## src/rtl/ldpc_3gpp_dec_llr_read_sched_pkg.sv

```systemverilog
// Shared types for the LLR read scheduler: lifting-size type, beat strobes
// and the number of rows handled per beat.
package ldpc_3gpp_dec_llr_read_sched_pkg;

    localparam int pROW_BY_CYCLE = 8;
    localparam int cZC_W         = 9;

    typedef logic [cZC_W-1:0] hb_zc_t;

    typedef struct packed {
        logic sof;
        logic sop;
        logic eop;
        logic eof;
    } strb_t;

endpackage

```

## src/rtl/ldpc_3gpp_dec_llr_read_sched_nest_cnt.sv

```systemverilog
// Two-level wrap counter: the inner level wraps at iinner_last and carries into
// the outer level, which wraps at iouter_last. Flags mark first/last values.
module ldpc_3gpp_dec_llr_read_sched_nest_cnt
    import ldpc_3gpp_dec_llr_read_sched_pkg::*;
(
    input  logic   iclk,
    input  logic   ireset,
    input  logic   iclkena,
    input  logic   iclr,
    input  logic   iadv,
    input  hb_zc_t iinner_last,
    input  hb_zc_t iouter_last,
    output hb_zc_t oinner,
    output hb_zc_t oouter,
    output logic   oinner_first,
    output logic   oinner_last,
    output logic   oouter_first,
    output logic   oouter_last
);

    hb_zc_t inner_q;
    hb_zc_t outer_q;

    always_ff @(posedge iclk or posedge ireset) begin
        if (ireset) begin
            inner_q <= '0;
            outer_q <= '0;
        end else if (iclkena) begin
            if (iclr) begin
                inner_q <= '0;
                outer_q <= '0;
            end else if (iadv) begin
                if (inner_q == iinner_last) begin
                    inner_q <= '0;
                    outer_q <= (outer_q == iouter_last) ? '0 : outer_q + hb_zc_t'(1);
                end else begin
                    inner_q <= inner_q + hb_zc_t'(1);
                end
            end
        end
    end

    assign oinner       = inner_q;
    assign oouter       = outer_q;
    assign oinner_first = (inner_q == '0);
    assign oinner_last  = (inner_q == iinner_last);
    assign oouter_first = (outer_q == '0);
    assign oouter_last  = (outer_q == iouter_last);

endmodule

```

## src/rtl/ldpc_3gpp_dec_llr_read_sched.sv

```systemverilog
// LLR read beat sequencer for one decoder half-iteration: emits beats with
// strobes and row masks in cnode or vnode order, drains, then pulses odone.
module ldpc_3gpp_dec_llr_read_sched
    import ldpc_3gpp_dec_llr_read_sched_pkg::*;
#(
    parameter int pROW_W = 6,
    parameter int pDRAIN = 4
)
(
    input  logic                     iclk,
    input  logic                     ireset,
    input  logic                     iclkena,
    input  logic                     istart,
    input  logic                     ic_nv_mode,
    input  hb_zc_t                   iused_zc,
    input  logic [pROW_W-1:0]        iused_row,
    input  logic                     iready,
    output logic                     oread,
    output logic                     orstart,
    output strb_t                    ostrb,
    output logic [pROW_BY_CYCLE-1:0] omask,
    output logic                     obusy,
    output logic                     odone
);

    typedef enum logic [1:0] {IDLE, RUN, DRAIN, DONE} state_t;

    localparam int RW = pROW_W + 1;
    localparam int DW = $clog2(pDRAIN + 1) + 1;
    localparam logic [DW-1:0] DRAIN_LAST = DW'(pDRAIN);

    state_t              state_q, state_d;
    logic                mode_q;
    hb_zc_t              zc_last_q, ngrp_last_q;
    logic [pROW_W-1:0]   used_row_q;
    logic [DW-1:0]       drain_cnt_q;

    logic [pROW_W-1:0]   row_eff;
    hb_zc_t              zc_eff;
    logic [RW-1:0]       ngrp;
    logic                accept, issue;

    hb_zc_t              inner, outer, inner_last_v, outer_last_v, grp;
    logic                inner_first, inner_last, outer_first, outer_last;
    strb_t               beat_strb;
    logic [RW-1:0]       row_base;
    logic [pROW_BY_CYCLE-1:0] beat_mask;

    assign accept = (state_q == IDLE) && istart;
    assign issue  = (state_q == RUN) && iready;

    // Zero-sized configurations are run as a single row / single zc index.
    always_comb begin
        row_eff = (iused_row == '0) ? pROW_W'(1) : iused_row;
        zc_eff  = (iused_zc == '0) ? hb_zc_t'(1) : iused_zc;
        ngrp    = ({1'b0, row_eff} + RW'(pROW_BY_CYCLE - 1)) / RW'(pROW_BY_CYCLE);
    end

    always_ff @(posedge iclk or posedge ireset) begin
        if (ireset) begin
            mode_q      <= 1'b0;
            zc_last_q   <= '0;
            ngrp_last_q <= '0;
            used_row_q  <= '0;
        end else if (iclkena && accept) begin
            mode_q      <= ic_nv_mode;
            zc_last_q   <= zc_eff - hb_zc_t'(1);
            ngrp_last_q <= hb_zc_t'(ngrp) - hb_zc_t'(1);
            used_row_q  <= row_eff;
        end
    end

    // cnode walks zc inside each row group; vnode walks row groups inside each zc.
    assign inner_last_v = mode_q ? zc_last_q : ngrp_last_q;
    assign outer_last_v = mode_q ? ngrp_last_q : zc_last_q;

    ldpc_3gpp_dec_llr_read_sched_nest_cnt u_cnt (
        .iclk         (iclk),
        .ireset       (ireset),
        .iclkena      (iclkena),
        .iclr         (accept),
        .iadv         (issue),
        .iinner_last  (inner_last_v),
        .iouter_last  (outer_last_v),
        .oinner       (inner),
        .oouter       (outer),
        .oinner_first (inner_first),
        .oinner_last  (inner_last),
        .oouter_first (outer_first),
        .oouter_last  (outer_last)
    );

    assign grp      = mode_q ? outer : inner;
    assign row_base = RW'(grp) * RW'(pROW_BY_CYCLE);

    always_comb begin
        beat_strb.sof = inner_first && outer_first;
        beat_strb.sop = inner_first;
        beat_strb.eop = inner_last;
        beat_strb.eof = inner_last && outer_last;
        for (int i = 0; i < pROW_BY_CYCLE; i++) begin
            beat_mask[i] = (row_base + RW'(i)) < {1'b0, used_row_q};
        end
    end

    always_comb begin
        state_d = state_q;
        case (state_q)
            IDLE:    if (istart) state_d = RUN;
            RUN:     if (issue && beat_strb.eof) state_d = DRAIN;
            DRAIN:   if (drain_cnt_q == DRAIN_LAST) state_d = DONE;
            DONE:    state_d = IDLE;
            default: state_d = IDLE;
        endcase
    end

    // DRAIN also covers the cycle in which the last beat is presented.
    always_ff @(posedge iclk or posedge ireset) begin
        if (ireset) begin
            state_q     <= IDLE;
            drain_cnt_q <= '0;
        end else if (iclkena) begin
            state_q     <= state_d;
            drain_cnt_q <= (state_q == DRAIN) ? drain_cnt_q + DW'(1) : '0;
        end
    end

    always_ff @(posedge iclk or posedge ireset) begin
        if (ireset) begin
            oread   <= 1'b0;
            orstart <= 1'b0;
            ostrb   <= '0;
            omask   <= '0;
        end else if (iclkena) begin
            oread   <= issue;
            orstart <= issue && beat_strb.sof;
            if (issue) begin
                ostrb <= beat_strb;
                omask <= beat_mask;
            end
        end
    end

    assign obusy = (state_q != IDLE);
    assign odone = (state_q == DONE);

endmodule

```

## config.mk

```make
export PLATFORM = sky130hd
export DESIGN_NAME = ldpc_3gpp_dec_llr_read_sched
export DESIGN_NICKNAME = d
export VERILOG_FILES = /design/src/rtl/ldpc_3gpp_dec_llr_read_sched_pkg.sv /design/src/rtl/ldpc_3gpp_dec_llr_read_sched_nest_cnt.sv /design/src/rtl/ldpc_3gpp_dec_llr_read_sched.sv
export SDC_FILE = /design/constraint.sdc
export NUM_CORES = 1
export LEC_CHECK = 0
export CELL_PAD_IN_SITES_DETAIL_PLACEMENT = 1
export CELL_PAD_IN_SITES_GLOBAL_PLACEMENT = 2
export CORE_MARGIN = 2
export CORE_UTILIZATION = 32
export CTS_CLUSTER_SIZE = 30
export DETAILED_ROUTE_END_ITERATION = 7
export GPL_TIMING_DRIVEN = 0
export PLACE_DENSITY = 0.86
export SLEW_MARGIN = 20
export SYNTH_ARGS = -nofsm -noshare
export SYNTH_HDL_FRONTEND = slang
export SYNTH_HIERARCHICAL = 1
export SYNTH_SLANG_ARGS = --single-unit
```

## constraint.sdc

```tcl
create_clock -name iclk -period 2.2 [get_ports iclk]
set_input_delay 0.22 -clock iclk [delete_from_list [all_inputs] [get_ports iclk]]
set_output_delay 0.22 -clock iclk [all_outputs]
set_load 0.01 [all_outputs]
```

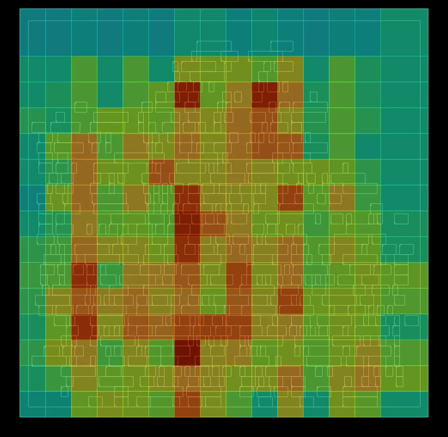
run_1/final_congestion.png
total routing usage reported by global routing: 16.9%
met2 usage: 28.7%

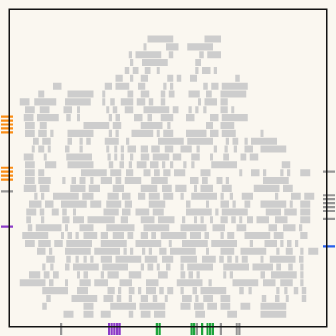
run_1/pins.png
Pins as bars across the die edge, other pins in gray.
color	port	pins	direction	edge
green	omask	8	output	bottom
purple	iused_row	6	input	5 bottom, 1 left
orange	iused_zc	9	input	left
blue	orstart	1	output	right
Die Ht: 109 um
Die W: 109 um
count of port buffers added during placement: 36

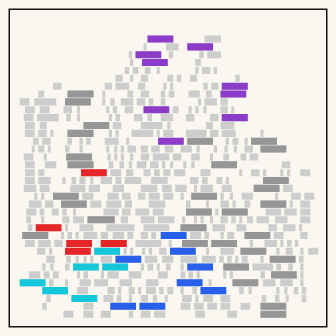
run_1/registers.png
Other sequential cells in the stronger gray, the rest of the logic in the fainter gray.
color	netlist name	sequential cells	where
red	ngrp_last_q	5	lower left
purple	u_cnt/oouter	9	top center
cyan	used_row_q	6	lower left
blue	omask	8	bottom center
not colored	31
area occupied by registers: 0.00148 mm2
final cell utilization of the core: 42.9%
Seq group: 1920 uW
flip-flop and latch share of the layout cell area: 31.8%

==> impl_metrics.csv, run 1 <==
group,metric,value,unit
pwr,cellPowerDensity,1250,mW/mm2
setup_path,timing.critical_path.depth,8,
synth,post_synth_main_area_contributors,"dfrtp_1 (42%), nand2_1 (6.8%), mux2_2 (6.3%), ha_1 (6.0%), xor2_1 (4.4%)",
synth,number_of_cell_instances_after_yosys_synthesis,389,
timing,rsz0062_at_grt,"yes",
setup_path,critPathArrivalTime,2570,ps
routing,antenna_left,0,
clock_tree,cts.root.buffer_cell,"clkbuf_8",
setup_path,critical_path_required,2420,ps
setup_path,timing.reg2reg.worst_path_depth,8,
timing,finalSetupViolations,14,
setup_path,startpoint_type,"flop",
pwr,net-switching-power,2470,uW
synth,synth_nets,427,
timing,post-route-worst-setup-slack,-151,ps
placement,post_dp_hpwl,6790,um
timing,hold_ws,129,ps
cells_and_area,nNetsFinal,487,
outcome,violated_checks,"setup timing",
cells_and_area,fin_cells,594,
timing,slew_violations,0,
cells_and_area,diodes,0,
placement,dpl_cell_area,0.00412,mm2
floorplanning,ioPinCount,37,
synth,synth_adder_area_share,5.99,%
global_route,global_route_wire_length_before_repair,15500,um
routing,wl_per_cell,16.6,um
clock_tree,clock_tree.htree_level_count,3,
hold_path,min-delay-path-class,"input pin to asynchronous set/reset pin",
synth,ys_seq_share,41.6,%
synth,synthArstFlopShare,100,%
synth,synth_cells,389,
outcome,outcome,"finished, violations left",
timing,clock_skew,10.1,ps
routing,dr_total_vias,2994,
global_route,grt_antenna_before_repair,0,
synth,synth.mux.area_fraction,7.48,%
synth,synthesis.yosys.warnings,6,
routing,viasPerCell,5.04,
global_route,number_of_global_route_vias_before_repair,3163,
synth,common_cells,"nand2_1 (64), dfrtp_1 (59), inv_1 (32)",
pwr,comb_power_share,51.1,%
setup_path,critical-path-slowest-cell,"or4_4",
pwr,power_leakage,0.00200,uW
floorplanning,fp.dieArea,0.0119,mm2
routing,route.detailed.drc,0,
synth,synth.ff_latch_count,59,
synth,syn-mean-instance-area,9.12,um2
clock_tree,clockBufferDepth,2,
run,stage_log_warnings,36,
synth,yosys-stat-area,0.00355,mm2
setup_path,slowest_delay,500,ps
global_route,largest_net_degree_at_the_start_of_global_routing,33,
timing,worstMarginPinSlew,740,ps
synth,synth_compound_gate_area_share,12.4,%
run,drv_cap,0,
cells_and_area,flow.area_growth_from_synthesis,31.0,%
pwr,p_clk_share,16.0,%
routing,detail_route.wirelength,9870,um
timing,max_transition_margin,50.6,%
## run 1: sequential cells by signal (all words and copies together), names as in the netlist
signal	flops
oread	1
drain_cnt_q	4
mode_q	1
u_cnt/oouter	9
u_cnt/oinner	9
ngrp_last_q	5
ostrb	4
used_row_q	6
state_q	2
zc_last_q	9
omask	8
orstart	1
## run 1: worst paths after layout
path | start | end | slack (ps)
max reg2reg | mode_q$_DFFE_PP0P_ | u_cnt/oouter[2]$_DFFE_PP0P_ | -150
min in group iclk | omask[4]$_DFFE_PP0P_ | omask[4]$_DFFE_PP0P_ | 500
max | mode_q$_DFFE_PP0P_ | u_cnt/oouter[2]$_DFFE_PP0P_ | -150
min reg2reg | omask[4]$_DFFE_PP0P_ | omask[4]$_DFFE_PP0P_ | 500
max in group asynchronous | ireset | u_cnt/oouter[0]$_DFFE_PP0P_ | 1380
min | ireset | ostrb[2]$_DFFE_PP0P_ | 130
## run 1: what timing repair did
| action | CTS | global route |
|---|---|---|
| setup endpoints to repair | 24 | 30 |
| setup buffers | 5 | 6 |
| gates cloned | 1 | 1 |
| pin swaps | 6 | 11 |
| resized | 22 | 39 |
| hold endpoints to repair | 0 | 0 |
## run 1: worst register-to-register path, delay by kind of cell, from the launching register on
family,cells,cell delay [ps]
buf+inv,2,290
simple gates,2,710
flops,1,410
xor+xnor,1,140
mux,1,370
compound gates,2,310
## run 1: cells by family (layout without fill, tap and decap cells)
kind of cell | after synthesis | in the layout
xor gates and xnor gates | 32 | 32
and+or+nand+nor | 141 | 141
AOI/OAI and AO/OA | 71 | 71
muxes | 24 | 24
adders and majority gates | 17 | 17
DFF | 59 | 59
buffers and inverters | 45 | 110
## run 1: per-layer routing
layer	track usage (%)	vias up	share of wire (%)
li1	-	1460	-
met1	21.2	1477	45
met2	28.7	42	50
met3	3.02	15	2.7
met4	6.69	0	1.6
met5	0	-	0
## run 1: placed cells by master, fill, tap and decap left out, types with 4 or more instances in the layout
master / n
xnor2_1: 9
o21ai_0: 21
o31ai_1: 4
nand3_1: 12
xnor2_2: 5
inv_1: 30
a21oi_1: 7
nand4_1: 5
dfrtp_1: 58
buf_4: 11
ha_1: 15
clkdlybuf4s50_1: 36
nand2_1: 62
o21ai_1: 10
clkbuf_8: 11
nand3_2: 4
mux2_2: 17
o22ai_1: 6
clkbuf_1: 7
o21a_1: 5
nor2_1: 21
xor2_1: 17
## run 1: power groups by stage
| stage | combinational (uW) | clock, uW | sequential [uW] |
|---|---|---|---|
| 2_1_floorplan | 1600 | 0 | 1800 |
| 4_1_cts | 2560 | 953 | 1880 |
| 3_5_place_dp | 2290 | 0 | 1900 |
| 5_1_grt | 3260 | 999 | 1990 |
| 6_report | 2980 | 931 | 1920 |
| 3_3_place_gp | 2200 | 0 | 1880 |
## run 1: final cells by class
type | count | area (um2) | area share (%)
clock buffer | 13 | 159 | 3.42
clock inverter | 3 | 22.5 | 0.485
timing repair buffer | 50 | 502 | 10.8
tap | 140 | 175 | 3.77
multi-input combinational | 285 | 2120 | 45.5
sequential | 59 | 1480 | 31.8
buffer | 12 | 75.1 | 1.62
inverter | 32 | 120 | 2.58
run_1/metal_stack.png
Two of the layers only.
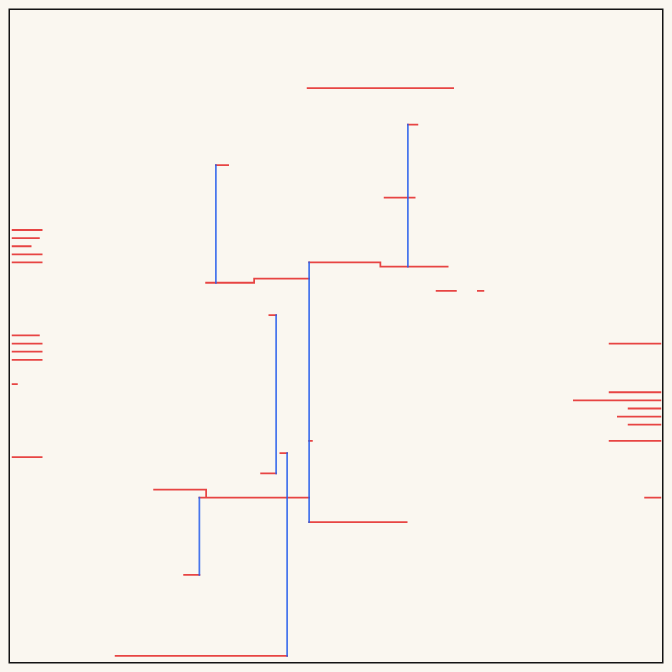

--- run 2 (diff from run 1) ---
SETUP_SLACK_MARGIN = 0.2   (was not set)
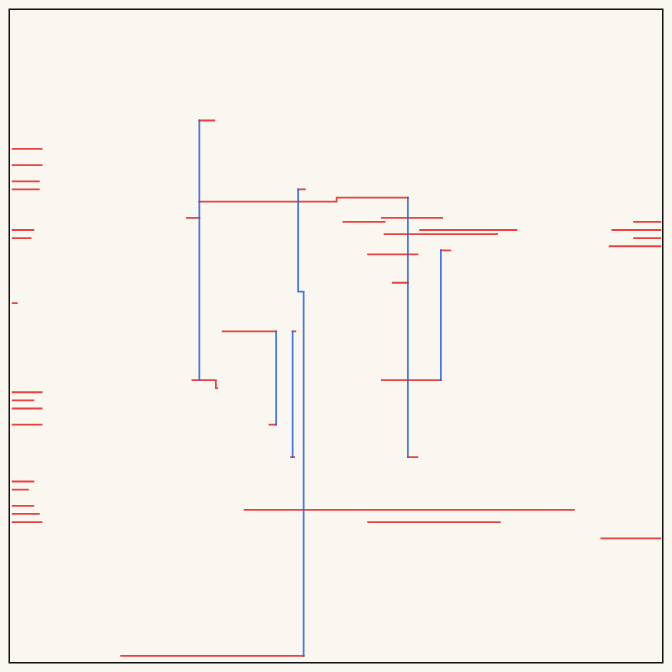
run_2/metal_stack.png
Two of the layers only.
color	layer	wire length
blue	met4	225 um
red	met3	339 um
average wire per standard cell: 16.7 um
via total after detailed routing: 3100

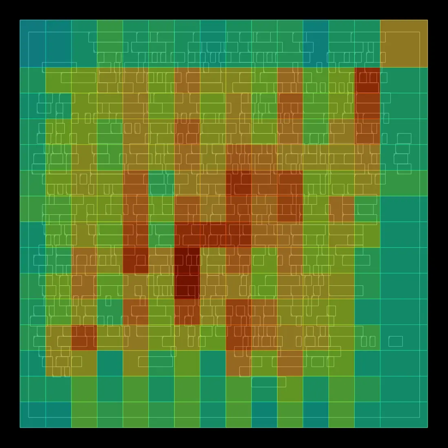
run_2/final_congestion.png
GR Layer Usage met3: 2.19%
final cell utilization of the core: 46.4%

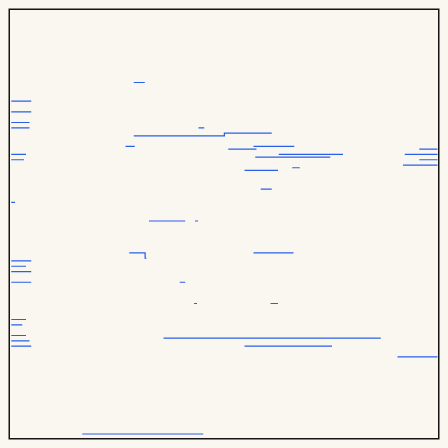
run_2/met3.png
main direction	horizontal
wire length on this layer	339 um
nets with wire on the layer	33
share of all routed wire	3.3%
longest straight run	55.2 um
WL final: 10300 um

==> impl_metrics.csv, run 2 <==
group,metric,value,unit
floorplanning,die.size.y,109,um
pwr,power_leakage,0.00217,uW
synth,yosys-stat-area,0.00355,mm2
setup_path,r2r_slack,-180,ps
routing,viasPerCell,5.02,
routing,route.detailed.drc,0,
timing,worstMarginPinSlew,742,ps
cells_and_area,nNetsFinal,512,
placement,post_dp_hpwl,6850,um
cells_and_area,flow.area_growth_from_synthesis,41.9,%
floorplanning,fp.dieArea,0.0119,mm2
setup_path,critPathArrivalTime,2590,ps
timing,hold_ws,176,ps
run,drv_cap,0,
cells_and_area,layout_top_cell,"nand2_1",
setup_path,worst-path-buf-inv,3,
timing,post-route-worst-setup-slack,-176,ps
synth,synthArstFlopShare,100,%
synth,synth_nets,427,
global_route,grt_antenna_before_repair,0,
timing,slew_violations,0,
placement,port-buffer-count,36,
outcome,violated_checks,"setup timing",
timing,rsz0062_at_grt,"yes",
outcome,outcome,"finished, violations left",
synth,synth.ff_latch_count,59,
cells_and_area,final-seq-area,0.00148,mm2
cells_and_area,post_route_cells_drive_above_1_share,29.3,%
clock_tree,clkLatencyLatePin,340,ps
run,stage_log_warnings,37,
clock_tree,cts.root.buffer_cell,"clkbuf_8",
synth,synthesis.yosys.warnings,6,
cells_and_area,fin_cells,618,
routing,antenna_left,0,
setup_path,slowest_delay,580,ps
cells_and_area,final-comb-area,0.00223,mm2
synth,common_cells,"nand2_1 (64), dfrtp_1 (59), inv_1 (32)",
setup_path,critical_path_required,2420,ps
cells_and_area,diodes,0,
global_route,groute.usage.overall,17.8,%
hold_path,min-delay-path-class,"input pin to asynchronous set/reset pin",
global_route,global_route_wire_length_before_repair,16300,um
synth,post_synth_main_area_contributors,"dfrtp_1 (42%), nand2_1 (6.8%), mux2_2 (6.3%), ha_1 (6.0%), xor2_1 (4.4%)",
synth,synth_cells,389,
floorplanning,fp.coreArea,0.0108,mm2
timing,clock_skew,11.1,ps
pwr,cellPowerDensity,1270,mW/mm2
timing,finalSetupViolations,20,
synth,syn-mean-instance-area,9.12,um2
cells_and_area,most-common-layout-cells,"nand2_1 (60), dfrtp_1 (59), clkdlybuf4s50_1 (32)",
clock_tree,clockBufferDepth,2,
setup_path,startpoint_type,"flop",
==> run 2: cell counts after synthesis <==
No cell type changed its count.
==> run 2: cell type report <==
| class | count | share of cell area, % |
|---|---|---|
| Tap cell | 140 | 3.48 |
| Buffer | 13 | 2.09 |
| Clock inverter | 5 | 1.07 |
| Timing Repair Buffer | 73 | 14.5 |
| Multi-Input combinational cell | 286 | 44.4 |
| Inverter | 32 | 2.39 |
| Clock buffer | 10 | 2.73 |
| Sequential cell | 59 | 29.3 |
==> run 2: per-stage QoR <==
step / setup TNS (ps) / instance area (um2)
floorplan: 0 / 3600
global placement: -3700 / 4140
detailed placement: -4470 / 4160
CTS: -1860 / 4740
global route: -3720 / 5030
finish: -2270 / 5030
==> run 2: report_power, final <==
group | internal [uW] | switching [uW]
Combinational | 1760 | 1710
Sequential | 1470 | 468
Clock | 543 | 442
==> run 2: kinds of logic after synthesis <==
| logic type | after synthesis | share of synthesized area, % |
|---|---|---|
| muxes | 24 | 7.48 |
| AOI/OAI and AO/OA | 71 | 12.4 |
| adders and majority gates | 17 | 5.99 |
| DFF | 59 | 41.6 |
| buffers and inverters | 45 | 5.29 |
| xor gates and xnor gates | 32 | 8.11 |
| and+or+nand+nor | 141 | 19.1 |
==> run 2: final timing paths <==
path,startpoint,to,cells past startpoint
worst max-delay path,mode_q$_DFFE_PP0P_,u_cnt/oouter[8]$_DFFE_PP0P_,9
worst min-delay path,ireset,drain_cnt_q[2]$_DFFE_PP0P_,2
worst max register to register,mode_q$_DFFE_PP0P_,u_cnt/oouter[8]$_DFFE_PP0P_,9
worst min register to register,omask[4]$_DFFE_PP0P_,omask[4]$_DFFE_PP0P_,2
max in group asynchronous,ireset,u_cnt/oinner[6]$_DFFE_PP0P_,2
min in group iclk,iused_zc[7],zc_last_q[7]$_DFFE_PP0P_,3
==> run 2: routing by layer <==
metal  vias up  GRT usage, %  routed length [um]
met5         -             0                   0
met4         0          8.41                 224
met3        15          2.19                 338
met2        54          30.9                5280
met1      1523          22.0                4490
li1       1508             -                   -
==> run 2: timing repair <==
action / 4_1_cts / 5_1_grt
resized: 46 / 48
setup endpoints to repair: 31 / 46
gates cloned: 3 / 0
pin swaps: 29 / 18
buffers inserted: 25 / 9
Power figures rest on the tool's default switching activity, not on a simulated workload.
